Fig. 1: routing congestion map
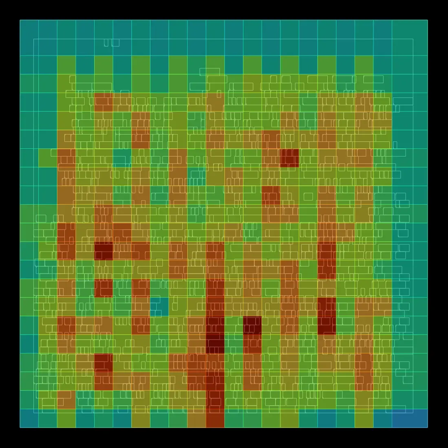
Fig. 2: where the registers sit
The bar under the picture is 50 um long. Other sequential cells in the stronger grey, the rest of the logic in the fainter grey.
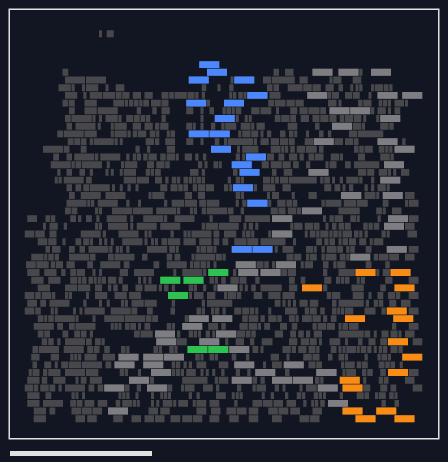
`src/rtl/pe_tile_sequencer.sv`:
```
// pe_tile_sequencer: drives one PE datapath controller's instruction port over
// a batch of tiles. Accepts a tile command on Cmd_rdy/Cmd_ack and latches the PE
// loop sizes. Per tile it issues a start pulse, then counts psum handshakes while
// relaying stall/resume, and ends each tile with a reset pulse. Done_rdy/Done_ack
// reports batch completion upstream.
//
// Optional feature: define PESEQ_TIMEOUT_EN to add a RUN-state watchdog that
// sets the sticky o_error and abandons the batch when no psum handshake arrives
// for 2^TOWD-1 RUN cycles. Without it, o_error is tied 0.
//
// Ports:
//   i_clk, i_rst                   clock, synchronous active-high reset
//   Cmd_rdy / Cmd_ack              command handshake (ntile + loop sizes)
//   i_ntile, i_pch, i_r, i_pm, i_tw command payload
//   o_pch, o_r, o_pm, o_tw         latched PE configuration
//   o_inst_dval/start/reset/stall  instruction port to the PE
//   i_psum_rdy, i_psum_ack         monitored PE psum handshake
//   i_stall_req                    downstream backpressure
//   i_abort                        abandon the current batch
//   Done_rdy / Done_ack            batch completion handshake
//   o_tile_idx, o_busy, o_error    status
module pe_tile_sequencer #(
  parameter int unsigned NTILEW = 16,
  parameter int unsigned TOWD   = 12
) (
  input  logic              i_clk,
  input  logic              i_rst,
  input  logic              Cmd_rdy,
  output logic              Cmd_ack,
  input  logic [NTILEW-1:0] i_ntile,
  input  logic [3:0]        i_pch,
  input  logic [3:0]        i_r,
  input  logic [3:0]        i_pm,
  input  logic [5:0]        i_tw,
  output logic [3:0]        o_pch,
  output logic [3:0]        o_r,
  output logic [3:0]        o_pm,
  output logic [5:0]        o_tw,
  output logic              o_inst_dval,
  output logic              o_inst_start,
  output logic              o_inst_reset,
  output logic              o_inst_stall,
  input  logic              i_psum_rdy,
  input  logic              i_psum_ack,
  input  logic              i_stall_req,
  input  logic              i_abort,
  output logic              Done_rdy,
  input  logic              Done_ack,
  output logic [NTILEW-1:0] o_tile_idx,
  output logic              o_busy,
  output logic              o_error
);

  localparam int unsigned CNTW = 18;

  typedef enum logic [2:0] {
    S_IDLE, S_LOAD, S_START, S_RUN, S_HOLD, S_FLUSH, S_DONE
  } state_e;

  state_e            state_q, state_d;
  logic [NTILEW-1:0] ntile_q, ntile_d;
  logic [NTILEW-1:0] tile_idx_q, tile_idx_d;
  logic [3:0]        pch_q, pch_d, r_q, r_d, pm_q, pm_d;
  logic [5:0]        tw_q, tw_d;
  logic [CNTW-1:0]   total_q, total_d;
  logic [CNTW-1:0]   cnt_q, cnt_d;
  logic              abort_q, abort_d;
  logic ack_q, ack_d, busy_q, busy_d, done_q, done_d;
  logic dval_q, dval_d, start_q, start_d, rst_q, rst_d, stall_q, stall_d;

  logic              hs_c;
  logic              last_hs_c;
  logic              timeout_c;
  logic [CNTW-1:0]   prod_c;

  assign hs_c      = i_psum_rdy && i_psum_ack;
  assign last_hs_c = hs_c && (cnt_q == (total_q - CNTW'(1)));
  assign prod_c    = CNTW'(pch_q) * CNTW'(r_q) * CNTW'(pm_q) * CNTW'(tw_q);

`ifdef PESEQ_TIMEOUT_EN
  // Watchdog: fires in the RUN cycle in which the counter would reach all ones.
  localparam logic [TOWD-1:0] WD_LAST = {{(TOWD-1){1'b1}}, 1'b0};
  logic [TOWD-1:0] wd_q, wd_d;
  logic            err_q, err_d;

  assign timeout_c = (state_q == S_RUN) && (wd_q == WD_LAST);

  always_comb begin
    wd_d  = '0;
    err_d = err_q;
    if (state_q == S_RUN && !i_abort && !hs_c) begin
      if (timeout_c) err_d = 1'b1;
      else           wd_d  = wd_q + TOWD'(1);
    end
  end

  always_ff @(posedge i_clk) begin
    if (i_rst) begin
      wd_q  <= '0;
      err_q <= 1'b0;
    end else begin
      wd_q  <= wd_d;
      err_q <= err_d;
    end
  end

  assign o_error = err_q;
`else
  logic [TOWD-1:0] wd_unused;
  assign wd_unused = '0;
  assign timeout_c = 1'b0;
  assign o_error   = 1'b0;
`endif

  // Next-state, datapath updates and registered instruction decode.
  always_comb begin
    state_d    = state_q;
    ntile_d    = ntile_q;
    tile_idx_d = tile_idx_q;
    pch_d      = pch_q;
    r_d        = r_q;
    pm_d       = pm_q;
    tw_d       = tw_q;
    total_d    = total_q;
    cnt_d      = cnt_q;
    abort_d    = abort_q;

    unique case (state_q)
      S_IDLE: begin
        if (Cmd_rdy && ack_q) begin
          ntile_d    = i_ntile;
          pch_d      = i_pch;
          r_d        = i_r;
          pm_d       = i_pm;
          tw_d       = i_tw;
          tile_idx_d = '0;
          cnt_d      = '0;
          abort_d    = 1'b0;
          state_d    = S_LOAD;
        end
      end
      S_LOAD: begin
        total_d = prod_c;
        if (i_abort) begin
          abort_d = 1'b1;
          state_d = S_FLUSH;
        end else if (prod_c == '0 || ntile_q == '0) begin
          state_d = S_DONE;
        end else begin
          state_d = S_START;
        end
      end
      S_START: begin
        if (i_abort) begin
          abort_d = 1'b1;
          state_d = S_FLUSH;
        end else begin
          state_d = S_RUN;
        end
      end
      S_RUN: begin
        // Priority: abort, final handshake, watchdog, stall.
        if (i_abort) begin
          abort_d = 1'b1;
          state_d = S_FLUSH;
        end else if (last_hs_c) begin
          state_d = S_FLUSH;
        end else if (hs_c) begin
          cnt_d = cnt_q + CNTW'(1);
          if (i_stall_req) state_d = S_HOLD;
        end else if (timeout_c) begin
          abort_d = 1'b1;
          state_d = S_FLUSH;
        end else if (i_stall_req) begin
          state_d = S_HOLD;
        end
      end
      S_HOLD: begin
        if (i_abort) begin
          abort_d = 1'b1;
          state_d = S_FLUSH;
        end else if (last_hs_c) begin
          state_d = S_FLUSH;
        end else begin
          if (hs_c) cnt_d = cnt_q + CNTW'(1);
          if (!i_stall_req) state_d = S_RUN;
        end
      end
      S_FLUSH: begin
        cnt_d = '0;
        if (abort_q) begin
          abort_d = 1'b0;
          state_d = S_IDLE;
        end else if (tile_idx_q == (ntile_q - NTILEW'(1))) begin
          state_d = S_DONE;
        end else begin
          tile_idx_d = tile_idx_q + NTILEW'(1);
          state_d    = S_START;
        end
      end
      S_DONE: begin
        if (Done_ack && done_q) state_d = S_IDLE;
      end
      default: state_d = S_IDLE;
    endcase

    // Outputs register the decode of the upcoming state; HOLD is only occupied
    // while backpressure is asserted, and HOLD->RUN carries the resume word.
    ack_d   = (state_d == S_IDLE);
    busy_d  = (state_d != S_IDLE);
    done_d  = (state_d == S_DONE);
    start_d = (state_d == S_START);
    rst_d   = (state_d == S_FLUSH);
    stall_d = (state_d == S_HOLD);
    dval_d  = start_d || rst_d || stall_d ||
              (state_q == S_HOLD && state_d == S_RUN);
  end

  always_ff @(posedge i_clk) begin
    if (i_rst) begin
      state_q    <= S_IDLE;
      ntile_q    <= '0;
      tile_idx_q <= '0;
      pch_q      <= '0;
      r_q        <= '0;
      pm_q       <= '0;
      tw_q       <= '0;
      total_q    <= '0;
      cnt_q      <= '0;
      abort_q    <= 1'b0;
      ack_q      <= 1'b1;
      busy_q     <= 1'b0;
      done_q     <= 1'b0;
      dval_q     <= 1'b0;
      start_q    <= 1'b0;
      rst_q      <= 1'b0;
      stall_q    <= 1'b0;
    end else begin
      state_q    <= state_d;
      ntile_q    <= ntile_d;
      tile_idx_q <= tile_idx_d;
      pch_q      <= pch_d;
      r_q        <= r_d;
      pm_q       <= pm_d;
      tw_q       <= tw_d;
      total_q    <= total_d;
      cnt_q      <= cnt_d;
      abort_q    <= abort_d;
      ack_q      <= ack_d;
      busy_q     <= busy_d;
      done_q     <= done_d;
      dval_q     <= dval_d;
      start_q    <= start_d;
      rst_q      <= rst_d;
      stall_q    <= stall_d;
    end
  end

  assign Cmd_ack      = ack_q;
  assign o_busy       = busy_q;
  assign Done_rdy     = done_q;
  assign o_inst_dval  = dval_q;
  assign o_inst_start = start_q;
  assign o_inst_reset = rst_q;
  assign o_inst_stall = stall_q;
  assign o_tile_idx   = tile_idx_q;
  assign o_pch        = pch_q;
  assign o_r          = r_q;
  assign o_pm         = pm_q;
  assign o_tw         = tw_q;

endmodule
```
`config.mk`:
```
export PLATFORM = sky130hd
export DESIGN_NAME = pe_tile_sequencer
export DESIGN_NICKNAME = d
export VERILOG_FILES = /design/src/rtl/pe_tile_sequencer.sv
export SDC_FILE = /design/constraint.sdc
export NUM_CORES = 1
export LEC_CHECK = 0
export CORE_MARGIN = 5
export CORE_UTILIZATION = 45
export CTS_CLUSTER_SIZE = 8
export DETAILED_ROUTE_END_ITERATION = 8
export GPL_TIMING_DRIVEN = 0
export PLACE_DENSITY = 0.65
export SETUP_SLACK_MARGIN = 0.2
export SYNTH_ARGS = -nofsm -noshare
export SYNTH_HDL_FRONTEND = slang
export SYNTH_SLANG_ARGS = --single-unit
```
`constraint.sdc`:
```
create_clock -name i_clk -period 16.8 [get_ports i_clk]
set_input_delay 3.36 -clock i_clk [delete_from_list [all_inputs] [get_ports i_clk]]
set_output_delay 3.36 -clock i_clk [all_outputs]
set_load 0.05 [all_outputs]
```
==> run summary <==
area fraction in mux cells -> 1.13%
total power -> 948 uW
Synth Area in Simple Gates -> 27.3%
Area Growth Syn to Fin -> 16.2%
IO buf count -> 82
min-delay src -> abort_q
Adder Area Share -> 20.9%
peak supply drop -> 60.7 uV
most numerous logic cell after layout -> nand2_1
Critical Path RT -> 17.07 ns
RSZ-0062 raised after global routing -> false
Max Fclk -> 103 MHz
Rows -> 51
sequential share of power -> 31.4%
met3 WL -> 560 um
iteration tally of the first detailed-router pass -> 4
YS chip area -> 0.00897 mm^2
Hold WC Path Type -> reg -> reg
Synth top cell by count -> nand2_1
P_sw -> 413 uW
setup TNS -> 0 ns
PD cells -> 90.9 mW/mm^2
final hold slack -> 0.480 ns
Post-Place Setup Slack -> 7.14 ns
M1 WL -> 10.4 mm
overall routing resource usage -> 19.5%
ys flops -> 97
FF-to-FF End -> o_inst_dval
Core Area -> 0.0195 mm^2
CTS tree -> yes
CP startpoint kind -> flop
first-pass GRT wire length -> 36.7 mm
hold-fix buffers at CTS -> 0
OpenROAD warnings -> 27
CTS clk-pin slew, worst paths -> 0.08 ns
hold path cells -> 2
aoi share -> 14.9%
CTS buffer count -> 9
clock share of power -> 21.8%
asr flop ratio synth -> 0%
# nets final -> 1374
Seq/Total Area, Yosys -> 21.6%
clock sink count -> 97
status -> finished, final reports clean
Post-synth EDFFs -> 0
yosys xor share -> 7.38%
Root Buffer -> clkbuf_16
top cells, area -> dfxtp_1 (22%), fa_1 (13%), ha_1 (8.2%)
DRT iter0 DRCs -> 372
RePlAce Congestion -> 0.916
maxcap violations -> 0
fillers -> 1941
Max Clock Skew -> 0.0119 ns
Layout Utilization -> 53.4%
worst-path fanout max -> 9
Final Cycle Share -> 57.8%
Chip Width -> 151 um
final setup vio count -> 0
CTS resizes -> 0
largest net degree at the start of global routing -> 20
Top non-seq family -> simple AND/OR/NAND/NOR gates
fin worst setup slack -> 7.09 ns
# IOs -> 84
drt wl/cell -> 14.4 um
CP peak stage delay -> 0.62 ns
minimum clock period -> 9.71 ns
chip height -> 151 um
Max Slew Vio Count -> 0
Crit Reg-Reg Startpoint -> o_pch[0]
Top Layout Cells -> nand2_1 (165), dfxtp_1 (97), inv_1 (97), a21oi_1 (91), clkdlybuf4s50_1 (82)
Finished Layout Cells -> 1486
Int Pwr -> 535 uW
Commonest flop -> dfxtp_1
die footprint -> 0.0229 mm^2
Syn Nets -> 1281
crit path kind -> reg -> reg
Comb power frac -> 46.8%
About Fig. 1:
gr busiest metal: met2
routing usage on met3: 2.15%
met1 Usage GRT: 26.8%

About Fig. 2:
| signal | colour | placed flops |
|---|---|---|
| total_q | blue | 18 |
| o_tile_idx | orange | 16 |
| o_tw | green | 6 |

area by class of cell:
class / count / area [um^2] / share of cell area (%)
timing repair buffer: 82 / 821 / 7.87
clock buffer: 9 / 225 / 2.16
clock inverter: 7 / 72.6 / 0.696
tap: 265 / 332 / 3.18
buffer: 50 / 233 / 2.23
inverter: 97 / 364 / 3.49
multi-input combinational: 879 / 6430 / 61.7
sequential: 97 / 1940 / 18.6
how the worst max path moves through the flow:
stage / from / endpoint / slack [ns] / cells past startpoint
final: o_pch[0] / o_inst_dval / 7.09 / 37
after global routing: o_pch[0] / o_inst_stall / 6.38 / 37
after CTS: o_pch[0] / o_inst_dval / 7.07 / 37
after floorplan: o_pch[0] / o_inst_dval / 7.65 / 37
after global placement: o_pch[0] / Done_rdy / 7.22 / 37
after detailed placement: o_pch[0] / o_inst_dval / 7.14 / 37
state kept, by name, indices dropped and copies added (netlist names), 3 cells and up:
register and count:
o_pm 4, ntile_q 16, o_pch 4, o_r 4
cnt_q 18, total_q 18, o_tile_idx 16, state_q 3
o_tw 6
critical path, delay by kind of cell (launching register included):
| family | cells | cell delay, ns |
|---|---|---|
| flops | 1 | 0.51 |
| simple gates | 8 | 1.46 |
| xor+xnor | 2 | 0.50 |
| compound gates | 9 | 1.76 |
| buf+inv | 8 | 0.54 |
| fa+ha+maj | 10 | 4.83 |
power by group through the flow:
stage	clock network (mW)	registers (mW)	logic [mW]
2_1_floorplan	0	0.340	0.283
3_5_place_dp	0	0.303	0.441
4_1_cts	0.212	0.297	0.443
6_report	0.207	0.298	0.443
3_3_place_gp	0	0.302	0.438
5_1_grt	0.221	0.303	0.484
Power is estimated from default activity; no workload was simulated.
